$ cat config.mk
export PLATFORM = sky130hd
export DESIGN_NAME = mem_port_arbiter
export DESIGN_NICKNAME = d
export VERILOG_FILES = /design/src/rtl/mem_arb_pkg.sv /design/src/rtl/mem_port_arbiter.sv
export SDC_FILE = /design/constraint.sdc
export NUM_CORES = 1
export LEC_CHECK = 0
export CORE_AREA = 2 2 319 321
export DETAILED_ROUTE_END_ITERATION = 8
export DIE_AREA = 0 0 321 323
export HOLD_SLACK_MARGIN = 0.12
export SLEW_MARGIN = 20
export SYNTH_ARGS = -nofsm -noshare
export SYNTH_HDL_FRONTEND = slang
export SYNTH_SLANG_ARGS = --single-unit
$ cat constraint.sdc
create_clock -name clk -period 2.2 [get_ports clk]
set_input_delay 0.44 -clock clk [delete_from_list [all_inputs] [get_ports clk]]
set_output_delay 0.44 -clock clk [all_outputs]
set_load 0.1 [all_outputs]
$ cat src/rtl/mem_arb_pkg.sv
// Shared types and default widths for the data-memory port arbiter.
package mem_arb_pkg;

  localparam int unsigned DEF_ADDR_WIDTH     = 32;
  localparam int unsigned DEF_LINE_WIDTH     = 128;
  localparam int unsigned DEF_TIMEOUT_CYCLES = 64;

  typedef enum logic [1:0] {
    IDLE   = 2'd0,
    WAIT_R = 2'd1,
    WAIT_W = 2'd2
  } arb_state_t;

  typedef enum logic [1:0] {
    NONE = 2'd0,
    M0_R = 2'd1,
    M1_R = 2'd2,
    M1_W = 2'd3
  } arb_owner_t;

endpackage

$ cat src/rtl/mem_port_arbiter.sv
// Single-outstanding arbiter for the line-wide data-memory port.
// M1 writes have priority; the two readers share the port round-robin.
module mem_port_arbiter
  import mem_arb_pkg::*;
#(
  parameter int unsigned ADDR_WIDTH     = DEF_ADDR_WIDTH,
  parameter int unsigned LINE_WIDTH     = DEF_LINE_WIDTH,
  parameter int unsigned TIMEOUT_CYCLES = DEF_TIMEOUT_CYCLES
) (
  input  logic                  clk,
  input  logic                  rst,
  input  logic                  m0_r_req_valid,
  output logic                  m0_r_req_ready,
  input  logic [ADDR_WIDTH-1:0] m0_r_req_addr,
  output logic                  m0_r_rep_valid,
  output logic [LINE_WIDTH-1:0] m0_r_rep_data,
  input  logic                  m1_r_req_valid,
  output logic                  m1_r_req_ready,
  input  logic [ADDR_WIDTH-1:0] m1_r_req_addr,
  output logic                  m1_r_rep_valid,
  output logic [LINE_WIDTH-1:0] m1_r_rep_data,
  input  logic                  m1_w_req_valid,
  output logic                  m1_w_req_ready,
  input  logic [ADDR_WIDTH-1:0] m1_w_req_addr,
  input  logic [LINE_WIDTH-1:0] m1_w_req_data,
  output logic                  m1_w_rep_valid,
  output logic                  s_r_req_valid,
  input  logic                  s_r_req_ready,
  output logic [ADDR_WIDTH-1:0] s_r_req_addr,
  input  logic                  s_r_rep_valid,
  input  logic [LINE_WIDTH-1:0] s_r_rep_data,
  output logic                  s_w_req_valid,
  input  logic                  s_w_req_ready,
  output logic [ADDR_WIDTH-1:0] s_w_req_addr,
  output logic [LINE_WIDTH-1:0] s_w_req_data,
  input  logic                  s_w_rep_valid,
  output logic                  busy,
  output logic [1:0]            owner,
  output logic                  timeout_err
);

  localparam int unsigned CNT_W =
    (TIMEOUT_CYCLES > 0) ? $clog2(TIMEOUT_CYCLES + 1) : 1;
  localparam logic [CNT_W-1:0] T_LIM = CNT_W'(TIMEOUT_CYCLES);
  localparam bit WD_ON = (TIMEOUT_CYCLES != 0);

  arb_state_t       state_q, state_d;
  arb_owner_t       owner_q, owner_d;
  logic             rr_q, rr_d;          // 0: M0 favoured, 1: M1 favoured
  logic [CNT_W-1:0] cnt_q, cnt_d;
  logic             err_q, err_d;

  logic             gnt_w, gnt_r0, gnt_r1;
  logic             idle;
  logic [CNT_W-1:0] cnt_inc;
  logic             wd_fire;

  assign idle = (state_q == IDLE);

  // Grant selection: write first, then the round-robin favourite, then a lone reader.
  always_comb begin
    gnt_w  = m1_w_req_valid;
    gnt_r0 = !m1_w_req_valid && m0_r_req_valid && (!m1_r_req_valid || !rr_q);
    gnt_r1 = !m1_w_req_valid && m1_r_req_valid && (!m0_r_req_valid ||  rr_q);
  end

  // Request forwarding; both downstream address buses carry the granted master's address.
  always_comb begin
    s_r_req_valid  = idle && (gnt_r0 || gnt_r1);
    s_w_req_valid  = idle && gnt_w;
    m0_r_req_ready = idle && gnt_r0 && s_r_req_ready;
    m1_r_req_ready = idle && gnt_r1 && s_r_req_ready;
    m1_w_req_ready = idle && gnt_w  && s_w_req_ready;
    if (gnt_w) begin
      s_r_req_addr = m1_w_req_addr;
    end else if (gnt_r1) begin
      s_r_req_addr = m1_r_req_addr;
    end else begin
      s_r_req_addr = m0_r_req_addr;
    end
    s_w_req_addr = s_r_req_addr;
    s_w_req_data = m1_w_req_data;
  end

  // Reply routing; a reply in the reset cycle or on the wrong channel is dropped.
  always_comb begin
    m0_r_rep_data  = s_r_rep_data;
    m1_r_rep_data  = s_r_rep_data;
    m0_r_rep_valid = !rst && (state_q == WAIT_R) && (owner_q == M0_R) && s_r_rep_valid;
    m1_r_rep_valid = !rst && (state_q == WAIT_R) && (owner_q == M1_R) && s_r_rep_valid;
    m1_w_rep_valid = !rst && (state_q == WAIT_W) && s_w_rep_valid;
  end

  // Watchdog increment, saturating at the limit; fires on the cycle it reaches the limit.
  always_comb begin
    cnt_inc = (cnt_q == T_LIM) ? cnt_q : cnt_q + 1'b1;
    wd_fire = WD_ON && (cnt_inc == T_LIM);
  end

  // Next-state, owner, round-robin pointer and watchdog logic.
  always_comb begin
    state_d = state_q;
    owner_d = owner_q;
    rr_d    = rr_q;
    cnt_d   = cnt_q;
    err_d   = err_q;
    unique case (state_q)
      IDLE: begin
        cnt_d = '0;
        if (s_w_req_valid && s_w_req_ready) begin
          state_d = WAIT_W;
          owner_d = M1_W;
        end else if (s_r_req_valid && s_r_req_ready) begin
          state_d = WAIT_R;
          owner_d = gnt_r1 ? M1_R : M0_R;
        end
      end
      WAIT_R: begin
        cnt_d = cnt_inc;
        if (s_r_rep_valid) begin
          state_d = IDLE;
          owner_d = NONE;
          rr_d    = (owner_q == M0_R);
        end else if (wd_fire) begin
          state_d = IDLE;
          owner_d = NONE;
          err_d   = 1'b1;
        end
      end
      WAIT_W: begin
        cnt_d = cnt_inc;
        if (s_w_rep_valid) begin
          state_d = IDLE;
          owner_d = NONE;
        end else if (wd_fire) begin
          state_d = IDLE;
          owner_d = NONE;
          err_d   = 1'b1;
        end
      end
      default: begin
        state_d = IDLE;
        owner_d = NONE;
      end
    endcase
  end

  // State registers with synchronous reset.
  always_ff @(posedge clk) begin
    if (rst) begin
      state_q <= IDLE;
      owner_q <= NONE;
      rr_q    <= 1'b0;
      cnt_q   <= '0;
      err_q   <= 1'b0;
    end else begin
      state_q <= state_d;
      owner_q <= owner_d;
      rr_q    <= rr_d;
      cnt_q   <= cnt_d;
      err_q   <= err_d;
    end
  end

  assign busy        = !idle;
  assign owner       = owner_q;
  assign timeout_err = err_q;

endmodule

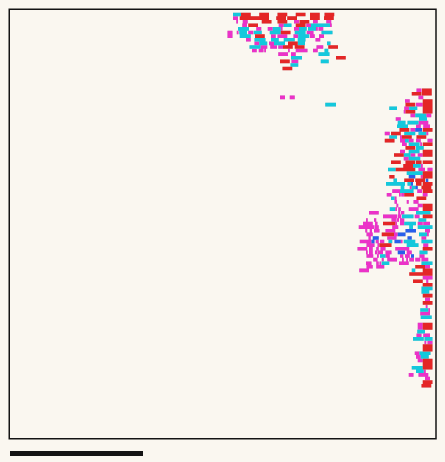
sizes.png
Bar = 100 um.
legend:
  _3 and _4 cells:
    color: cyan
    cells: 90
    share: 22%
  _0 and _1 cells:
    color: magenta
    cells: 226
    share: 54%
  _6 and larger:
    color: red
    cells: 89
    share: 21%
  _2 cells:
    color: blue
    cells: 13
    share: 3.1%

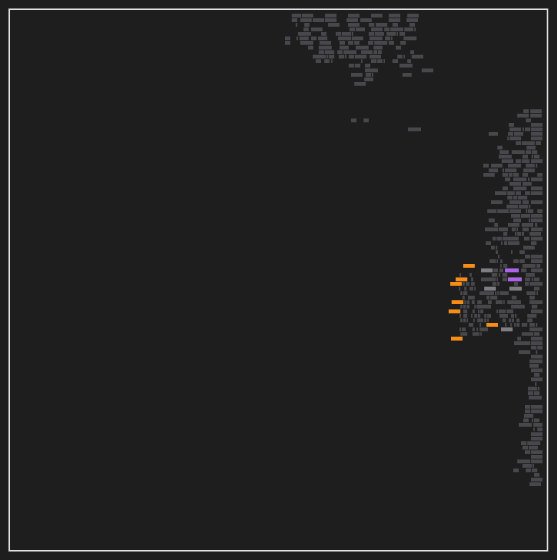
flops_by_reg.png
Other sequential cells in the stronger gray, the rest of the logic in the fainter gray.
legend:
  owner:
    color: purple
    flops: 2
  cnt_q:
    color: orange
    flops: 7
    where: right middle
not colored: 4

==> results.json <==
{
  "status": "completed",
  "hold_depth": 2,
  "crit_type": "input port to primary output",
  "yosys_warnings": 0,
  "p_per_area_nw_per_um2": 400,
  "async_reset_ff_share_pct": 0,
  "dp_slack_ns": -0.430,
  "fillers": 11697,
  "p_sw_mw": 1.42,
  "flops": 13,
  "synth_top_flop_cell": "dfxtp_1",
  "setup_viol": 0,
  "min_to": "timeout_err$_SDFFE_PP0P_",
  "n_clock_buffer": 4,
  "ys_sh_adder_pct": 1.60,
  "gp_congestion": 0.737,
  "die_h_um": 323,
  "p_seq_mw": 0.262,
  "die_w_um": 321,
  "clk_path_buf_depth": 2,
  "root_buffer": "clkbuf_16",
  "syn_nets": 1006,
  "final_antenna_net_count": 0,
  "fp_util_pct": 4.67,
  "final_cell_area_um2": 6900,
  "stdcell_count": 1727
}
==> sequential cells by signal, summed over array words and instances, names as in the netlist <==
| name | cells |
|---|---|
| cnt_q | 7 |
| owner | 2 |
| state_q | 2 |
| rr_q | 1 |
| timeout_err | 1 |
==> how the worst max path moves through the flow <==
| stage | end | slack [ns] | depth (start not counted) |
|---|---|---|---|
| after floorplan | m0_r_req_ready | -0.56 | 4 |
| after global placement | s_w_req_addr[24] | -0.42 | 8 |
| after detailed placement | s_r_req_addr[23] | -0.43 | 8 |
| after CTS | s_r_req_addr[7] | 0.02 | 7 |
| after global routing | s_w_req_addr[22] | 0.002 | 8 |
| final | s_r_req_addr[3] | 0.04 | 8 |
